**Run 1: cell placement**

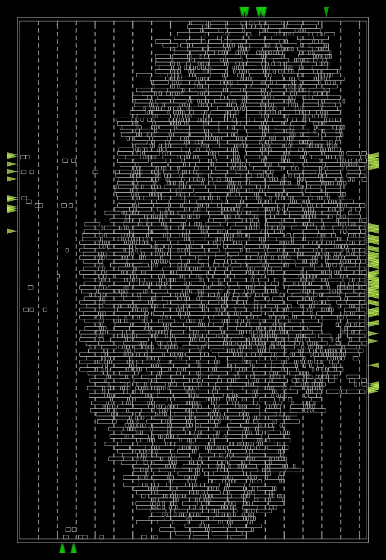
**Run 1: wire density map**

Drawn at 1 px/um. 26 x 38 tiles, from dark blue (low) to red (high), scaled to the fullest tile. Values are wire area over tile area, all layers added.
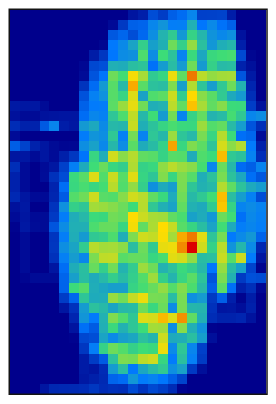
**Run 1: sequential cells colored by netlist name**

Drawn at 1.5 px/um. Other sequential cells in the stronger gray, the rest of the logic in the fainter gray.
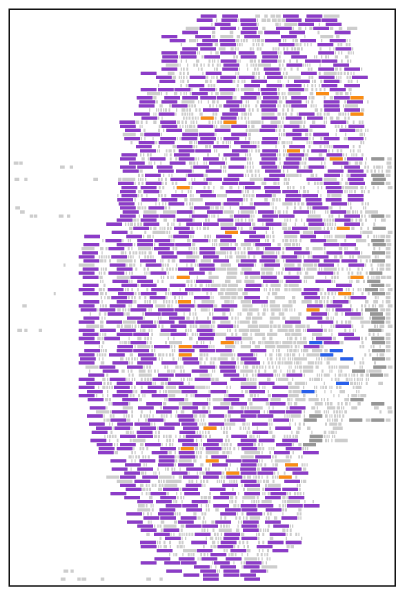
==> config.mk <==
export PLATFORM = sky130hd
export DESIGN_NAME = half_img_merge
export DESIGN_NICKNAME = d
export VERILOG_FILES = /design/src/rtl/half_img_merge.sv
export SDC_FILE = /design/constraint.sdc
export NUM_CORES = 1
export LEC_CHECK = 0
export ABC_AREA = 1
export CORE_ASPECT_RATIO = 1.5
export CORE_UTILIZATION = 38
export DETAILED_ROUTE_END_ITERATION = 10
export PLACE_DENSITY = 0.67
export SETUP_SLACK_MARGIN = 0.05
export SLEW_MARGIN = 30
export SYNTH_ARGS = -nofsm -noshare
export SYNTH_HDL_FRONTEND = slang
export SYNTH_SLANG_ARGS = --single-unit
==> constraint.sdc <==
create_clock -name clk -period 3.49 [get_ports clk]
set_clock_uncertainty 0.15 [all_clocks]
set_input_delay 0.698 -clock clk [delete_from_list [all_inputs] [get_ports clk]]
set_output_delay 0.698 -clock clk [all_outputs]
set_load 0.05 [all_outputs]
==> src/rtl/half_img_merge.sv <==
// half_img_merge: rebuilds one side-by-side video line from parallel left/right
// half-width pixel streams. Left pixels are forwarded immediately while right
// pixels are parked in a line buffer; the buffer is then replayed directly after
// the last left pixel, so the merged line is 2*N contiguous pixels.
module half_img_merge #(
   parameter int H_ACT = 32,
   parameter int PX_W  = 24
) (
   input  logic            clk,
   input  logic            rst_n,
   input  logic            de_in,
   input  logic            h_sync_in,
   input  logic            v_sync_in,
   input  logic [PX_W-1:0] pixel_left,
   input  logic [PX_W-1:0] pixel_right,
   output logic            de_out,
   output logic            h_sync_out,
   output logic            v_sync_out,
   output logic [PX_W-1:0] pixel_out,
   output logic            err_overrun
);

   localparam int ADDR_W = $clog2(H_ACT);
   localparam logic [ADDR_W:0] N_MAX = (ADDR_W+1)'(H_ACT);
   localparam logic [ADDR_W:0] N_ONE = (ADDR_W+1)'(1);

   typedef enum logic [1:0] {
      ST_IDLE  = 2'd0,
      ST_LEFT  = 2'd1,
      ST_RIGHT = 2'd2,
      ST_WAIT  = 2'd3
   } state_t;

   state_t            state_q, state_d;
   logic [ADDR_W:0]   n_q, n_d;          // pixels captured in the current line
   logic [ADDR_W:0]   rd_q, rd_d;        // index of the next right pixel to emit
   logic              de_out_q, de_out_d;
   logic [PX_W-1:0]   pixel_out_q, pixel_out_d;
   logic              err_q, err_d;
   logic              h_sync_q, h_sync_d;
   logic              v_sync_q, v_sync_d;
   logic [PX_W-1:0]   rd_data_q, rd_data_d;

   logic              wr_en_s;
   logic [ADDR_W-1:0] wr_addr_s;
   logic [ADDR_W-1:0] rd_addr_s;

   logic [PX_W-1:0]   line_buf [H_ACT];

   // Next-state, buffer write and registered-output logic of the merge FSM
   always_comb begin
      state_d     = state_q;
      n_d         = n_q;
      rd_d        = rd_q;
      de_out_d    = 1'b0;
      pixel_out_d = '0;
      err_d       = err_q;
      h_sync_d    = h_sync_in;
      v_sync_d    = v_sync_in;
      wr_en_s     = 1'b0;
      wr_addr_s   = n_q[ADDR_W-1:0];

      case (state_q)
         ST_IDLE: begin
            if (de_in) begin
               state_d     = ST_LEFT;
               n_d         = N_ONE;
               rd_d        = '0;
               wr_en_s     = 1'b1;
               wr_addr_s   = '0;
               de_out_d    = 1'b1;
               pixel_out_d = pixel_left;
            end else begin
               rd_d = '0;
            end
         end
         ST_LEFT: begin
            if (de_in && (n_q != N_MAX)) begin
               n_d         = n_q + N_ONE;
               wr_en_s     = 1'b1;
               de_out_d    = 1'b1;
               pixel_out_d = pixel_left;
            end else begin
               // End of left half: buf[0] was prefetched, so no gap appears.
               de_out_d    = 1'b1;
               pixel_out_d = rd_data_q;
               if (de_in) begin
                  err_d = 1'b1;
               end else begin
                  err_d = err_q;
               end
               if (n_q == N_ONE) begin
                  state_d = de_in ? ST_WAIT : ST_IDLE;
                  rd_d    = '0;
               end else begin
                  state_d = ST_RIGHT;
                  rd_d    = N_ONE;
               end
            end
         end
         ST_RIGHT: begin
            de_out_d    = 1'b1;
            pixel_out_d = rd_data_q;
            // Any input during replay belongs to a line we cannot accept.
            if (de_in) begin
               err_d = 1'b1;
            end else begin
               err_d = err_q;
            end
            if ((rd_q + N_ONE) == n_q) begin
               state_d = de_in ? ST_WAIT : ST_IDLE;
               rd_d    = '0;
            end else begin
               rd_d = rd_q + N_ONE;
            end
         end
         ST_WAIT: begin
            if (!de_in) begin
               state_d = ST_IDLE;
            end else begin
               state_d = ST_WAIT;
            end
         end
         default: begin
            state_d = ST_IDLE;
            n_d     = '0;
            rd_d    = '0;
         end
      endcase

      // Read-during-write to the same address returns the new pixel so the
      // single-pixel line still prefetches the right value.
      rd_addr_s = rd_d[ADDR_W-1:0];
      if (wr_en_s && (wr_addr_s == rd_addr_s)) begin
         rd_data_d = pixel_right;
      end else begin
         rd_data_d = line_buf[rd_addr_s];
      end
   end

   // FSM state, counters, prefetch register and all outputs
   always_ff @(posedge clk or negedge rst_n) begin
      if (!rst_n) begin
         state_q     <= ST_IDLE;
         n_q         <= '0;
         rd_q        <= '0;
         de_out_q    <= 1'b0;
         pixel_out_q <= '0;
         err_q       <= 1'b0;
         h_sync_q    <= 1'b0;
         v_sync_q    <= 1'b0;
         rd_data_q   <= '0;
      end else begin
         state_q     <= state_d;
         n_q         <= n_d;
         rd_q        <= rd_d;
         de_out_q    <= de_out_d;
         pixel_out_q <= pixel_out_d;
         err_q       <= err_d;
         h_sync_q    <= h_sync_d;
         v_sync_q    <= v_sync_d;
         rd_data_q   <= rd_data_d;
      end
   end

   // Right-half line buffer; contents need no reset
   always_ff @(posedge clk) begin
      if (wr_en_s) begin
         line_buf[wr_addr_s] <= pixel_right;
      end
   end

   assign de_out      = de_out_q;
   assign pixel_out   = pixel_out_q;
   assign err_overrun = err_q;
   assign h_sync_out  = h_sync_q;
   assign v_sync_out  = v_sync_q;

endmodule

==> flow_summary.yaml, run 1 <==
# yosys + openroad results
logic_synthesis:
  ys_ff: 834
  syn_nets: 3474
  synth_area_um2: 36900
  top_cell: "nand3_1"
  yosysWarnings: 0
  ys_cells: 3413
  synth-edff-count: 768
  syn-instance-count: 3413
  ys_area_um2: 36900
  yosysTopAreaCellShare_pct: 62.5
  yosysTopAreaCell: "edfxtp_1"
  async_reset_ff_share_pct: 7.91
  synthFlopType: "edfxtp_1"
  topCellsByArea: "edfxtp_1 63%, nand3_1 12%, nand2_1 5.9%"
  common_cells: "859 x nand3_1, 768 x edfxtp_1, 576 x nand2_1"
timing:
  slew_headroom_pct: 55.6
  setup_ws_ns: 0.336
  hold_viol_final: 0
  drv_slew: 0
  period_used_pct: 90.4
  rsz0062_at_grt: "false"
  setup_viol: 0
  worst_pin_slew_ns: 0.666
route:
  drc_errors: 0
  avgViaCountPerCell: 5.28
  first_iter_violations: 2523
  ant_nets: 0
  dr.pass1.iters: 6
power_and_ir_drop:
  power_mw: 34.8
  p_sw_mw: 13.3
  vdd_drop_max_mv: 0.525
  internal_power_mw: 21.5
  p_comb_share_pct: 41.3
  power_leakage_nw: 17.3
  power_frac_clock_pct: 24.7
worst_setup_path:
  path_buffers: 3
  crit_required_ns: 3.88
  worstSetupPathType: "reg -> reg"
  path_max_fanout: 30
  cpPeakStageDelay_ns: 0.47
  path_delay_family: "simple AND/OR/NAND/NOR gates"
  path_cells: "inv_2 > nand2_1 > nor2_2 > nand3_1 > nand2_1 > o22ai_1 > nor2_2 > nand2_8 > nand2_8 > buf_12 > buf_12 > nand2_1 > nand3_1 > nand3_1 > nand3_1 > nand3_1 > nand3_1 > nand2_1"
  cp_slowest_cell: "dfrtp_1"
  startpoint_type: "flop"
  arrival_ns: 3.54
grt:
  grt_max_degree: 91
  grt_pass1_wl_mm: 157
  grt_pass1_vias: 25200
  grt_overflow_total: 0
clocking:
  cts-htree-levels: 3
  clkLatencyLatePin_ns: 0.65
  cts_buffer_depth: 3
  clk_pin_slew_ns: 0.06
  clock-root-buffer: "clkbuf_16"
  tritoncts: "built"
  clkSinkCount: 834
  cts_buffers: 75
  post_cts_buffers: 0
place:
  post-place-ws_ns: -0.0394
  dpl.hpwl_mm: 63.5
  numPortBuffers: 80
worst_hold_path:
  min_path_type: "reg -> reg"
status:
  status: "complete, no violations"
floorplanning:
  die_x_um: 256
  chipArea_um2: 98300
  initial_core_util_pct: 38.4
job:
  tool_warnings: 31
layout:
  drive_gt1_share_pct: 10.4
  finalNetCount: 3621
Back to the opening pictures, 'cell placement':
core area: 96,000 um2
Fillers: 8,656
sequential cell area share: 56.5%
Rows: 139
n_taps: 1,269

Back to the opening pictures, 'wire density map':
The mean over all tiles is 0.18. The densest ninth of the die: center. The emptiest ninth of the die: north-west. 25% of the tiles are nearly empty. The fullest tile reaches 0.62. 22% of the tiles are over half the peak.
routed len/inst: 21.3 um
vias: 25,800
drt total wl: 105 mm
Tot GR Track Use: 21.3%

Back to the opening pictures, 'sequential cells colored by netlist name':
Purple marks line_buf, flops 768. Orange marks rd_data_q, flops 24. Blue marks n_q, flops 6, where east.
Another 36 sequential cells are not colored.
Seq. pwr: 11.9 mW
Final Util: 45.6%
Register Area: 24,700 um2

run 1: area by class of cell:
class                           count  area (um2)
Antenna cell                        4        10.0
Clock buffer                      100        2090
Clock inverter                     40         455
Fill cell                        8656       52200
Inverter                          528        1990
Multi-Input combinational cell   1839        9380
Sequential cell                   834       24700
Tap cell                         1269        1590
Timing Repair Buffer              282        3540
run 1: final timing paths:
path / start / endpoint / slack, ns / cells past startpoint
max: n_q[2]$_DFFE_PN0P_ / rd_data_q[14]$_DFF_PN0_ / 0.34 / 18
min: err_overrun$_DFFE_PN0P_ / err_overrun$_DFFE_PN0P_ / 0.33 / 1
max reg2reg: n_q[2]$_DFFE_PN0P_ / rd_data_q[14]$_DFF_PN0_ / 0.34 / 18
min reg2reg: err_overrun$_DFFE_PN0P_ / err_overrun$_DFFE_PN0P_ / 0.33 / 1
max in group asynchronous: rst_n / rd_data_q[16]$_DFF_PN0_ / 1.94 / 3
min in group asynchronous: rst_n / rd_q[1]$_DFF_PN0_ / 0.48 / 2
run 1: what timing repair did:
item / in CTS / in global routing
hold buffers: 1 / 0
setup endpoints to repair: 0 / 4
resized: 0 / 3
endpoints found under the hold margin: 18 / 0
run 1: state kept, by name (all words and copies together), names as in the netlist:
name         count
h_sync_out       1
err_overrun      1
de_out           1
n_q              6
line_buf       768
pixel_out       24
rd_q             6
v_sync_out       1
state_q          2
rd_data_q       24
run 1: through the flow:
stage               TNS (ns)  cell area (um2)  hold slack [ns]  instances
global placement     -0.0145            41200            0.320       4751
floorplan                  0            36900            0.252       3413
global route               0            43800            0.321       4895
finish                     0            43800            0.330       4896
detailed placement   -0.0394            41200            0.314       4751
CTS                        0            43800            0.295       4892
run 1: layer usage:
layer	vias to the layer above	part of all wire, %	global-route usage (%)
met2	1162	52	37.9
met4	2	4.0	9.46
met1	12600	37	25.6
li1	11900	-	-
met3	223	7.6	2.94
met5	-	0.011	0
run 1: placed cells by master (no fill, tap or decap), types with 66 or more instances in the layout:
| cell | count |
|---|---|
| nand3_1 | 858 |
| edfxtp_1 | 768 |
| nand2_1 | 575 |
| inv_1 | 516 |
| nand3b_1 | 240 |
| buf_4 | 102 |
| buf_12 | 99 |
| clkdlybuf4s50_1 | 77 |
| clkbuf_16 | 76 |
| dfrtp_1 | 66 |
run 1: power groups by stage:
stage	Clock, mW	Combinational (mW)	Sequential [mW]
global route	9.06	15.8	11.9
floorplan	0	8.85	12.2
finish	8.59	14.4	11.9
global placement	0	14.1	12.1
detailed placement	0	14.3	12.1
CTS	8.73	14.3	11.9
run 1: kinds of logic (layout without fill, tap and decap cells):
| kind of cell | after synthesis | in the layout | synth area share [%] |
|---|---|---|---|
| buffers and inverters | 740 | 950 | 8.27 |
| other | 0 | 4 | 0 |
| AOI/OAI and AO/OA | 76 | 76 | 1.11 |
| DFF | 834 | 834 | 67.0 |
| and+or+nand+nor | 1755 | 1755 | 23.3 |
| adders and majority gates | 8 | 8 | 0.271 |
**Run 1: routed metal, one color a layer**

Drawn at 1 px/um. Only two layers are drawn.
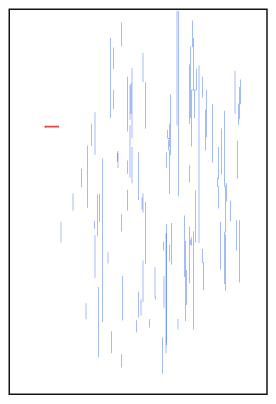

==> run 2, diff against run 1 <==
PLACE_DENSITY = 0.66   (was 0.67)
RECOVER_POWER = 100   (was not set)
**Run 2: routed metal, one color a layer**

Drawn at 1 px/um. Only two layers are drawn.
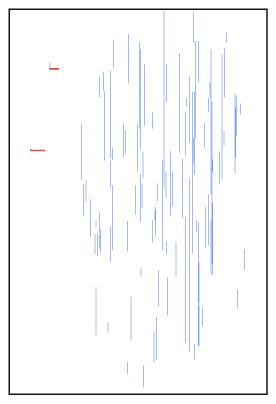
Blue marks M4, wire length 4,340 um. Red marks M5, wire length 22.1 um.
Tot GR Track Use: 21.1%
vias: 25,600
drt total wl: 104 mm
routed len/inst: 21.2 um

==> run 2 against run 1 <==
  * The run now ends with max-capacitance violations, max-slew violations left
  * Area after synthesis unchanged
  * Critical path depth up 2
  * Sequential share of layout area up 1.2 points
  * Setup slack worse by 0.19 ns
  * Synthesized cell count unchanged
  * Non-clock buffer count down 8
  * Critical path type unchanged
==> flow_summary.yaml, run 2 <==
# yosys + openroad results
status:
  status: "finished with violations"
  violations: "max-capacitance violations, max-slew violations"
layout:
  largest_register: "line_buf"
  finalNetCount: 3613
power_and_ir_drop:
  power_leakage_nw: 17.0
  vdd_drop_max_mv: 0.498
timing:
  drv_slew: 511
  rsz0062_at_grt: "true"
worst_setup_path:
  worstSetupPathType: "reg -> reg"
  crit_required_ns: 3.87
  path_max_fanout: 41
  r2r-start: "rd_q[0]$_DFF_PN0_"
  arrival_ns: 3.72
clocking:
  clock-root-buffer: "clkbuf_16"
  cts_buffer_depth: 3
  cts_buffers: 75
  clkSinkCount: 834
place:
  dp.cells: 4738
  numPortBuffers: 80
logic_synthesis:
  yosysWarnings: 0
  async_reset_ff_share_pct: 7.91
  syn_nets: 3474
  top_logic_kind: "simple AND/OR/NAND/NOR gates"
  ys_sh_simple_pct: 23.3
  synth_area_um2: 36900
  common_cells: "859 x nand3_1, 768 x edfxtp_1, 576 x nand2_1"
  ys_area_um2: 36900
  xor_share_pct: 0
worst_hold_path:
  min_path_cells: 1
  holdCritStartpoint: "err_overrun$_DFFE_PN0P_"
route:
  avgViaCountPerCell: 5.24
  ant_nets: 0
  first_iter_violations: 2493
job:
  cap_violations: 17
  tool_warnings: 35
floorplanning:
  die_x_um: 256
  rows: 139
grt:
  grt_overflow_total: 0
**Run 2: cell placement**

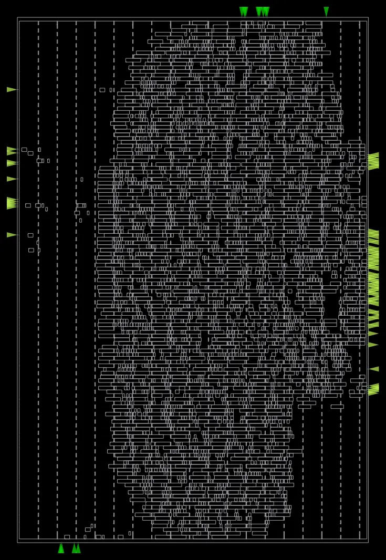
Final Util: 44.7%
flip-flops: 834
Fillers: 8,841
Post-Layout Cell Count: 4,885

run 2: cell counts after synthesis:
No cell type changed its count.
run 2: power by group:
group          switching (mW)  total (mW)  leakage [nW]  internal (mW)
logic                    9.34        14.1          8.03           4.76
registers               0.346        11.9          7.73           11.5
clock network            3.69        8.43          1.22           4.75
total                    13.4        34.4          17.0           21.0
run 2: what timing repair did:
action / CTS / global route
hold buffers: 0 / 1
gates resized: 0 / 1
endpoints found under the setup margin: 0 / 1
endpoints found under the hold margin: 0 / 35
setup buffers: 0 / 4
run 2: final cells by class:
class | count | area [um2]
Timing Repair Buffer | 274 | 2780
Antenna cell | 5 | 12.5
Clock buffer | 93 | 2030
Inverter | 528 | 1990
Sequential cell | 834 | 24700
Clock inverter | 43 | 467
Tap cell | 1269 | 1590
Multi-Input combinational cell | 1839 | 9290
Fill cell | 8841 | 53100
run 2: worst max path at each step:
stage                                            to  slack [ns]  depth (start not counted)
after floorplan           line_buf[23][0]$_DFFE_PP_        0.23                          9
after global placement      rd_data_q[14]$_DFF_PN0_        0.05                         17
after detailed placement    rd_data_q[14]$_DFF_PN0_        0.03                         17
after CTS                   rd_data_q[14]$_DFF_PN0_        0.14                         19
after global routing        rd_data_q[15]$_DFF_PN0_        0.02                         20
final                       rd_data_q[17]$_DFF_PN0_        0.15                         20
run 2: critical path: stages (launching register included):
cell and delay (ns):
dfrtp_1 0.44, ha_1 0.36, inv_1 0.05, nand2_1 0.06, nand2_1 0.06, nor2_1 0.11
nand3_1 0.08, nor2_1 0.10, nand3_1 0.11, nand3_1 0.19, nand2_8 0.15, nand2_8 0.21
buf_12 0.17, buf_6 0.29, nand2_1 0.08, nand3_1 0.10, nand3_1 0.10, nand3_1 0.11
nand3_1 0.11, nand3_1 0.09, nand2_1 0.05
run 2: stage by stage:
stage          setup WS [ns]  total power [mW]  util [%]  instance area [um2]  hold WS [ns]
2_1_floorplan          0.231              21.1         -                36900         0.252
5_1_grt               0.0245              36.3      44.7                42900         0.382
4_1_cts                0.144              34.6      45.1                43300        0.0250
3_5_place_dp          0.0292              26.2      42.5                40800         0.326
3_3_place_gp          0.0457              26.0      42.5                40800         0.326
6_report               0.148              34.4      44.7                42900         0.330
run 2: layer usage:
layer  vias up  GRT usage [%]  share of wire (%)
li1      11900              -                  -
met1     12500           24.6                 37
met2      1040           38.0                 52
met3       224           3.43                6.7
met4         4           9.05                4.2
met5         -              0              0.021
run 2: cells by family (layout without fill, tap and decap cells):
| kind of cell | Yosys count | in the layout |
|---|---|---|
| flops | 834 | 834 |
| other cells | 0 | 5 |
| fa+ha+maj | 8 | 8 |
| simple gates | 1755 | 1755 |
| buf+inv | 740 | 938 |
| compound gates | 76 | 76 |
Power figures rest on the tool's default switching activity, not on a simulated workload.
